<file path="src/rtl/mem_arbiter.sv">
// mem_arbiter: shares one single-ported synchronous-read data memory between
// the core load/store port and the host/debug port. Arbitration is
// round-robin; core loads take an issue cycle and a return cycle, during
// which the core is stalled until its data comes back.
module mem_arbiter #(
  parameter int ADDR_W = 8,
  parameter int DATA_W = 4
) (
  input  logic              clk,
  input  logic              reset,
  input  logic              core_req,
  input  logic              core_we,
  input  logic [ADDR_W-1:0] core_adr,
  input  logic [DATA_W-1:0] core_wd,
  output logic              core_stall,
  output logic              core_rvalid,
  output logic [DATA_W-1:0] core_rd,
  input  logic              host_req,
  input  logic              host_we,
  input  logic [ADDR_W-1:0] host_adr,
  input  logic [DATA_W-1:0] host_wd,
  input  logic              host_halt,
  output logic              host_gnt,
  output logic              host_rvalid,
  output logic [DATA_W-1:0] host_rd,
  output logic              mem_we,
  output logic [ADDR_W-1:0] mem_adr,
  output logic [DATA_W-1:0] mem_wd,
  input  logic [DATA_W-1:0] mem_rd
);

  typedef enum logic {
    C_IDLE = 1'b0,
    C_RET  = 1'b1
  } coreState_t;

  coreState_t r_state;
  coreState_t w_nextState;
  logic       r_prio;
  logic       r_hostRvalid;
  logic       w_coreElig;
  logic       w_coreGnt;
  logic       w_hostGnt;

  // State register: core FSM, round-robin pointer and the host return flag.
  // Reset drops any pending return so no rvalid appears afterwards.
  always_ff @(posedge clk or posedge reset) begin
    if (reset) begin
      r_state      <= C_IDLE;
      r_prio       <= 1'b0;
      r_hostRvalid <= 1'b0;
    end else begin
      r_state      <= w_nextState;
      r_hostRvalid <= w_hostGnt & ~host_we;
      if (w_coreGnt) begin
        r_prio <= 1'b1;
      end else if (w_hostGnt) begin
        r_prio <= 1'b0;
      end
    end
  end

  // Grant, memory drive, stall and next-state logic; grants are suppressed
  // while reset is high so nothing reaches the memory during reset.
  always_comb begin
    w_nextState = r_state;
    w_coreElig  = core_req & ~host_halt & (r_state == C_IDLE) & ~reset;
    w_coreGnt   = w_coreElig & ~(host_req & r_prio);
    w_hostGnt   = host_req & ~reset & ~(w_coreElig & ~r_prio);
    mem_adr     = core_adr;
    mem_wd      = core_wd;
    mem_we      = 1'b0;
    core_stall  = 1'b0;
    core_rvalid = 1'b0;

    if (w_hostGnt) begin
      mem_adr = host_adr;
      mem_wd  = host_wd;
      mem_we  = host_we;
    end else if (w_coreGnt) begin
      mem_we  = core_we;
    end

    case (r_state)
      C_IDLE: begin
        core_stall = core_req & ~(w_coreGnt & core_we) & ~reset;
        if (w_coreGnt && !core_we) begin
          w_nextState = C_RET;
        end
      end
      C_RET: begin
        core_rvalid = 1'b1;
        w_nextState = C_IDLE;
      end
      default: begin
        w_nextState = C_IDLE;
      end
    endcase
  end

  assign host_gnt    = w_hostGnt;
  assign host_rvalid = r_hostRvalid;
  assign core_rd     = mem_rd;
  assign host_rd     = mem_rd;

endmodule

</file>
<file path="config.mk">
export PLATFORM = sky130hd
export DESIGN_NAME = mem_arbiter
export DESIGN_NICKNAME = d
export VERILOG_FILES = /design/src/rtl/mem_arbiter.sv
export SDC_FILE = /design/constraint.sdc
export NUM_CORES = 1
export LEC_CHECK = 0
export CAP_MARGIN = 20
export CORE_AREA = 2 2 39 41
export CTS_BUF_LIST = sky130_fd_sc_hd__clkbuf_16
export CTS_CLUSTER_DIAMETER = 40
export CTS_CLUSTER_SIZE = 8
export DETAILED_ROUTE_END_ITERATION = 8
export DIE_AREA = 0 0 41 43
export DONT_BUFFER_PORTS = 1
export PLACE_DENSITY = 0.43
export RECOVER_POWER = 100
export SETUP_SLACK_MARGIN = 0.3
export SLEW_MARGIN = 10
export SYNTH_ARGS = -nofsm -noshare
export SYNTH_HDL_FRONTEND = slang
export SYNTH_SLANG_ARGS = --single-unit
</file>
<file path="constraint.sdc">
create_clock -name clk -period 1.6 [get_ports clk]
set_clock_uncertainty 0.15 [all_clocks]
set_input_delay 0.24 -clock clk [delete_from_list [all_inputs] [get_ports clk]]
set_output_delay 0.24 -clock clk [all_outputs]
set_load 0.02 [all_outputs]
</file>
Fig. 1: M1 wires
The bar under the picture is 10 microns long.
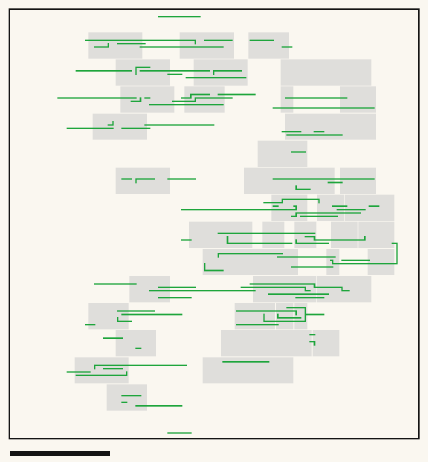
63 nets have wire on it. The wires run mostly horizontal. The layer carries 363 microns of wire.
total number of vias: 289
total wire length: 1080 microns
met1 global-route usage: 13.4%

Fig. 2: M2 wires
The bar under the picture is 10 microns long.
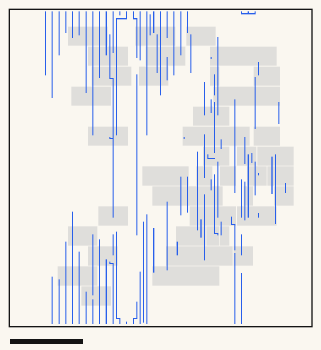
The layer carries 575 microns of wire. The wires run mostly vertical. The longest straight run is 21.8 microns.
met2 track demand over resource in global routing: 18.4%

==> impl_metrics.xml <==
<?xml version="1.0" encoding="UTF-8"?>
<metrics>
  <group name="cts">
    <metric name="tritoncts_clock_tree" unit="">built</metric>
  </group>
  <group name="die">
    <metric name="fp-row-count" unit="">14</metric>
    <metric name="die.size.x" unit="microns">41</metric>
  </group>
  <group name="layout">
    <metric name="logic_gates" unit="">24</metric>
    <metric name="non_clock_buffer_count" unit="">8</metric>
    <metric name="final_cell_area" unit="sq um">547</metric>
    <metric name="design.seq.count" unit="">3</metric>
    <metric name="layout_top_cells_excl_fill_tap" unit="">8 x mux2_4, 4 x mux2_2, 3 x clkbuf_16, 3 x dlygate4sd3_1, 3 x buf_4</metric>
  </group>
  <group name="worst_setup_path">
    <metric name="worst_r2r_endpoint" unit="">host_rvalid</metric>
    <metric name="critical_path.endpoint" unit="">mem_adr[3]</metric>
    <metric name="worst-path-buf-inv" unit="">0</metric>
    <metric name="required" unit="ns">1.21</metric>
    <metric name="end_kind" unit="">primary output</metric>
  </group>
  <group name="power_and_ir_drop">
    <metric name="total_power" unit="uW">654</metric>
    <metric name="fraction_of_power_consumed_by_the_clock_network" unit="%">59.7</metric>
    <metric name="dominant_power_group" unit="">clock</metric>
    <metric name="sequentialPower" unit="uW">98.2</metric>
    <metric name="p_clk" unit="uW">390</metric>
  </group>
  <group name="final_timing">
    <metric name="grt_setup_unrepaired" unit="">true</metric>
    <metric name="setup_ws" unit="ns">-0.275</metric>
    <metric name="setup_viol_count_final" unit="">15</metric>
    <metric name="fin_worst_hold_slack" unit="ns">0.0607</metric>
    <metric name="final.min_clock_period" unit="ns">1.88</metric>
    <metric name="finalHoldViolations" unit="">0</metric>
    <metric name="timing_max_transition_violations_final" unit="">0</metric>
  </group>
  <group name="min_path">
    <metric name="end_of_the_worst_hold_path" unit="">r_prio</metric>
  </group>
  <group name="run_status">
    <metric name="failed_checks" unit="">negative setup slack</metric>
    <metric name="run_status" unit="">complete, but fails checks</metric>
  </group>
  <group name="placed_design">
    <metric name="placed_cell_areas" unit="sq um">387</metric>
  </group>
  <group name="synthesis">
    <metric name="yosys_register_bits" unit="">3</metric>
    <metric name="muxShareOfSynthArea" unit="%">39.7</metric>
    <metric name="synthCells" unit="">36</metric>
    <metric name="most_common_cell" unit="">buf_4</metric>
    <metric name="fa_ha_area_share" unit="%">0</metric>
  </group>
  <group name="grt">
    <metric name="grt_first_pass_wirelength" unit="microns">1400</metric>
  </group>
</metrics>
Fig. 3: M3 wires
The bar under the picture is 10 microns long.
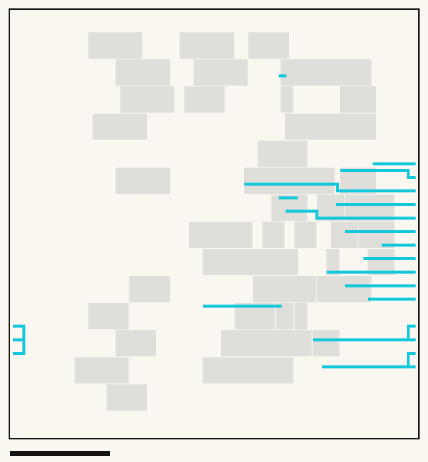
The layer holds 11% of the routed length. The wires run mostly horizontal. The layer carries 123 microns of wire. The longest straight run is 10.0 microns. 15 nets have wire on it.
GRT met3 Usage: 4.71%

